==> src/rtl/uart_pkt_rx_ctrl.sv <==
// rtl/uart_pkt_rx_ctrl.sv - UART byte-stream packet deframer with checksum, inter-byte timeout and buffered output
module uart_pkt_rx_ctrl #(
    parameter int unsigned CLOCK_FREQ    = 50_000_000,
    parameter int unsigned BAUD_RATE     = 9600,
    parameter int unsigned MAX_LEN       = 16,
    parameter logic [7:0]  SOF           = 8'hA5,
    parameter int unsigned TIMEOUT_BYTES = 4
) (
    input  logic       clk,
    input  logic       rst_n,
    input  logic [7:0] i_rx_data,
    input  logic       i_rx_valid,
    output logic [7:0] o_pkt_data,
    output logic       o_pkt_valid,
    input  logic       i_pkt_ready,
    output logic       o_pkt_last,
    output logic       o_err_len,
    output logic       o_err_chk,
    output logic       o_err_tmo,
    output logic       o_drop,
    output logic       o_busy
);
    // One byte time is ten bit periods (start + 8 data + stop).
    localparam int unsigned       TMO_CYCLES = TIMEOUT_BYTES * 10 * (CLOCK_FREQ / BAUD_RATE);
    localparam int unsigned       TMO_W      = $clog2(TMO_CYCLES + 1);
    localparam int unsigned       IDX_W      = $clog2(MAX_LEN + 1);
    localparam int unsigned       ADDR_W     = (MAX_LEN > 1) ? $clog2(MAX_LEN) : 1;
    localparam logic [7:0]        MAX_LEN_B  = 8'(MAX_LEN);
    localparam logic [TMO_W-1:0]  TMO_LAST   = TMO_W'(TMO_CYCLES - 1);

    typedef enum logic [2:0] {
        S_IDLE    = 3'd0,
        S_LEN     = 3'd1,
        S_PAYLOAD = 3'd2,
        S_CHK     = 3'd3,
        S_OUT     = 3'd4
    } state_t;

    state_t           state_q, state_d;
    logic [IDX_W-1:0] idx_q, idx_d;
    logic [IDX_W-1:0] len_q, len_d;
    logic [7:0]       chk_q, chk_d;
    logic [TMO_W-1:0] tmo_q, tmo_d;
    logic             err_len_q, err_len_d;
    logic             err_chk_q, err_chk_d;
    logic             err_tmo_q, err_tmo_d;
    logic             drop_q, drop_d;
    logic             buf_we;
    logic [IDX_W-1:0] last_idx;
    logic [ADDR_W-1:0] buf_addr;
    logic [7:0]       buf_q [MAX_LEN];

    assign last_idx = len_q - IDX_W'(1);
    assign buf_addr = idx_q[ADDR_W-1:0];

    // Payload storage has no reset; it is only observable while o_pkt_valid is high.
    always_ff @(posedge clk) begin
        if (buf_we) begin
            buf_q[buf_addr] <= i_rx_data;
        end
    end

    // Next-state, counters and pulse decisions.
    always_comb begin
        state_d   = state_q;
        idx_d     = idx_q;
        len_d     = len_q;
        chk_d     = chk_q;
        tmo_d     = tmo_q;
        err_len_d = 1'b0;
        err_chk_d = 1'b0;
        err_tmo_d = 1'b0;
        drop_d    = 1'b0;
        buf_we    = 1'b0;

        // Timeout only matters mid-frame; a byte arriving on the expiry cycle wins.
        if (state_q inside {S_LEN, S_PAYLOAD, S_CHK}) begin
            if (i_rx_valid) begin
                tmo_d = '0;
            end else if (tmo_q == TMO_LAST) begin
                err_tmo_d = 1'b1;
                tmo_d     = '0;
                state_d   = S_IDLE;
            end else begin
                tmo_d = tmo_q + TMO_W'(1);
            end
        end

        case (state_q)
            S_IDLE: begin
                if (i_rx_valid && (i_rx_data == SOF)) begin
                    tmo_d   = '0;
                    state_d = S_LEN;
                end
            end
            S_LEN: begin
                if (i_rx_valid) begin
                    if ((i_rx_data == 8'h00) || (i_rx_data > MAX_LEN_B)) begin
                        err_len_d = 1'b1;
                        state_d   = S_IDLE;
                    end else begin
                        len_d   = IDX_W'(i_rx_data);
                        chk_d   = i_rx_data;
                        idx_d   = '0;
                        state_d = S_PAYLOAD;
                    end
                end
            end
            S_PAYLOAD: begin
                if (i_rx_valid) begin
                    buf_we = 1'b1;
                    chk_d  = chk_q ^ i_rx_data;
                    if (idx_q == last_idx) begin
                        idx_d   = '0;
                        state_d = S_CHK;
                    end else begin
                        idx_d = idx_q + IDX_W'(1);
                    end
                end
            end
            S_CHK: begin
                if (i_rx_valid) begin
                    idx_d = '0;
                    if (i_rx_data == chk_q) begin
                        state_d = S_OUT;
                    end else begin
                        err_chk_d = 1'b1;
                        state_d   = S_IDLE;
                    end
                end
            end
            S_OUT: begin
                drop_d = i_rx_valid;
                if (i_pkt_ready) begin
                    if (idx_q == last_idx) begin
                        idx_d   = '0;
                        state_d = S_IDLE;
                    end else begin
                        idx_d = idx_q + IDX_W'(1);
                    end
                end
            end
            default: begin
                state_d = S_IDLE;
            end
        endcase
    end

    // State and counter registers with asynchronous clear.
    always_ff @(posedge clk or negedge rst_n) begin
        if (!rst_n) begin
            state_q   <= S_IDLE;
            idx_q     <= '0;
            len_q     <= '0;
            chk_q     <= '0;
            tmo_q     <= '0;
            err_len_q <= 1'b0;
            err_chk_q <= 1'b0;
            err_tmo_q <= 1'b0;
            drop_q    <= 1'b0;
        end else begin
            state_q   <= state_d;
            idx_q     <= idx_d;
            len_q     <= len_d;
            chk_q     <= chk_d;
            tmo_q     <= tmo_d;
            err_len_q <= err_len_d;
            err_chk_q <= err_chk_d;
            err_tmo_q <= err_tmo_d;
            drop_q    <= drop_d;
        end
    end

    assign o_busy      = (state_q != S_IDLE);
    assign o_pkt_valid = (state_q == S_OUT);
    assign o_pkt_last  = o_pkt_valid && (idx_q == last_idx);
    assign o_pkt_data  = o_pkt_valid ? buf_q[buf_addr] : 8'h00;
    assign o_err_len   = err_len_q;
    assign o_err_chk   = err_chk_q;
    assign o_err_tmo   = err_tmo_q;
    assign o_drop      = drop_q;

endmodule
==> config.mk <==
export PLATFORM = sky130hd
export DESIGN_NAME = uart_pkt_rx_ctrl
export DESIGN_NICKNAME = d
export VERILOG_FILES = /design/src/rtl/uart_pkt_rx_ctrl.sv
export SDC_FILE = /design/constraint.sdc
export NUM_CORES = 1
export LEC_CHECK = 0
export CORE_ASPECT_RATIO = 0.8
export CORE_MARGIN = 5
export CORE_UTILIZATION = 44
export DETAILED_ROUTE_END_ITERATION = 12
export PLACE_DENSITY = 0.59
export SYNTH_ARGS = -nofsm -noshare
export SYNTH_HDL_FRONTEND = slang
export SYNTH_SLANG_ARGS = --single-unit
==> constraint.sdc <==
create_clock -name clk -period 3.1 [get_ports clk]
set_clock_uncertainty 0.1 [all_clocks]
set_input_delay 0.93 -clock clk [delete_from_list [all_inputs] [get_ports clk]]
set_output_delay 0.93 -clock clk [all_outputs]
set_load 0.05 [all_outputs]
==> images/clocks.png <==
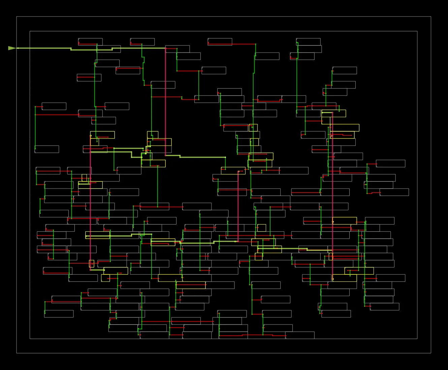
total CTS buffers: 17
flop count: 171
clock buffers: 18
clk sinks: 171
P_clk: 2.20 mW

==> images/layer_met1.png <==
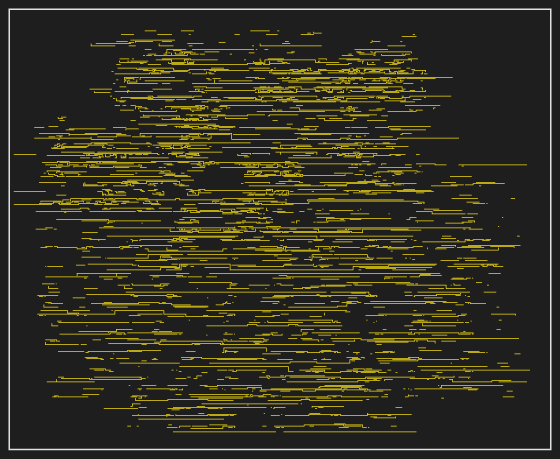
longest straight run: 67.2 um
wire length on this layer: 8,620 um
routed vias: 4,606
DRT Wirelength: 17.5 mm
met1 Use GR: 28.8%

==> impl_metrics.toml <==
# yosys + openroad results
[detailed_routing]
wl_met1_mm = 8.62
wl_met2_mm = 7.82
wl_met3_um = 824
wl_per_cell_um = 21.2
drtIter0Drc = 426
routed.top_layer = "met4"

[global_routing]
grt_max_degree = 27
busiest_layer = "met1"
grt_overflow = 0
grt.total_usage_pct = 18.6

[timing]
layout_setup_ws_ps = -381
slew_violations = 0
period_minus_slack_ps = 3480
period_used_pct = 112
slew-limit-headroom_pct = 65.9
setup_viol = 9

[outcome]
violations = "negative setup slack"
status = "finished, violations left"

[layout]
seq_area_um2 = 4920
lay_top_cells = "128 x edfxtp_1, 49 x buf_4, 42 x dfrtp_1"
nNetsFinal = 604
final_layout_size_suffix_gt1_share_pct = 29.7
area_growth_pct = 22.9
comb_share_pct = 28.1

[synthesis]
synthFlopType = "edfxtp_1"
yosys.area.top_type = "edfxtp_1"
async_reset_ff_share_pct = 25.1
xor_area_share_pct = 2.63
common_cells = "128 x edfxtp_1, 43 x dfrtp_1, 40 x mux4_2"
ys_cells = 503
ys_sh_adder_pct = 0.981
edf_count = 128

[floorplanning]
rows = 43
fp.dieH_um = 128

[clocking]
clockBufferDepth = 2
clk_pin_slew_ps = 60
post_cts_buffers = 6
ctsHoldBuffers = 0

[place]
dp_cells = 784

[power_and_ir_drop]
ir_drop_uv = 316
p_sw_mw = 1.14
power_frac_clock_pct = 43.3

[worst_setup_path]
slowest_delay_ps = 570
crit_buf_inv = 3
cpMaxStageDelayCell = "mux4_2"
cp_data_required_time_ps = 2070
cp_max_fo = 6
crit_family = "multiplexers"
path_class = "reg -> out"
==> images/layer_met3.png <==
Scale bar: 50 um.
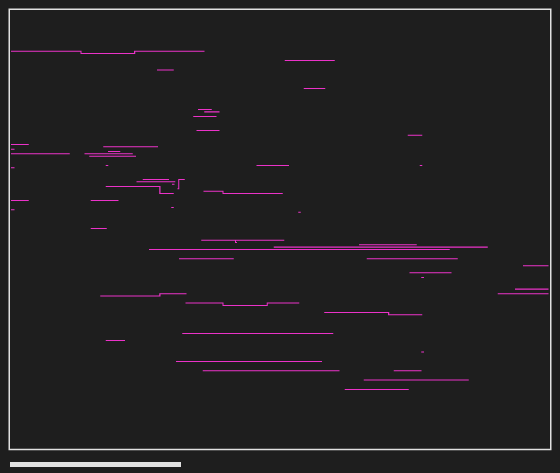
wire length on this layer: 824 um
share of all routed wire: 4.7%
main direction: horizontal
nets with wire on the layer: 40
GR Util met3: 4.15%

==> images/placement_by_type.png <==
Fill, decap, tap and diode cells in grey.
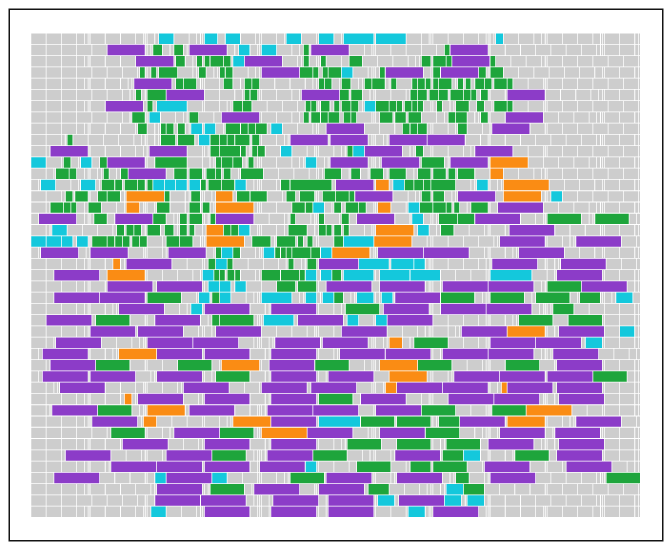
[green] combinational and other logic | cells: 309 | share of their area: 30%
[cyan] other buffers and delay cells | cells: 87 | share of their area: 9.8%
[orange] clock drivers and dummy loads | cells: 32 | share of their area: 6.7%
[purple] flops | cells: 171 | share of their area: 54%

Power and IR drop assume default switching activity.
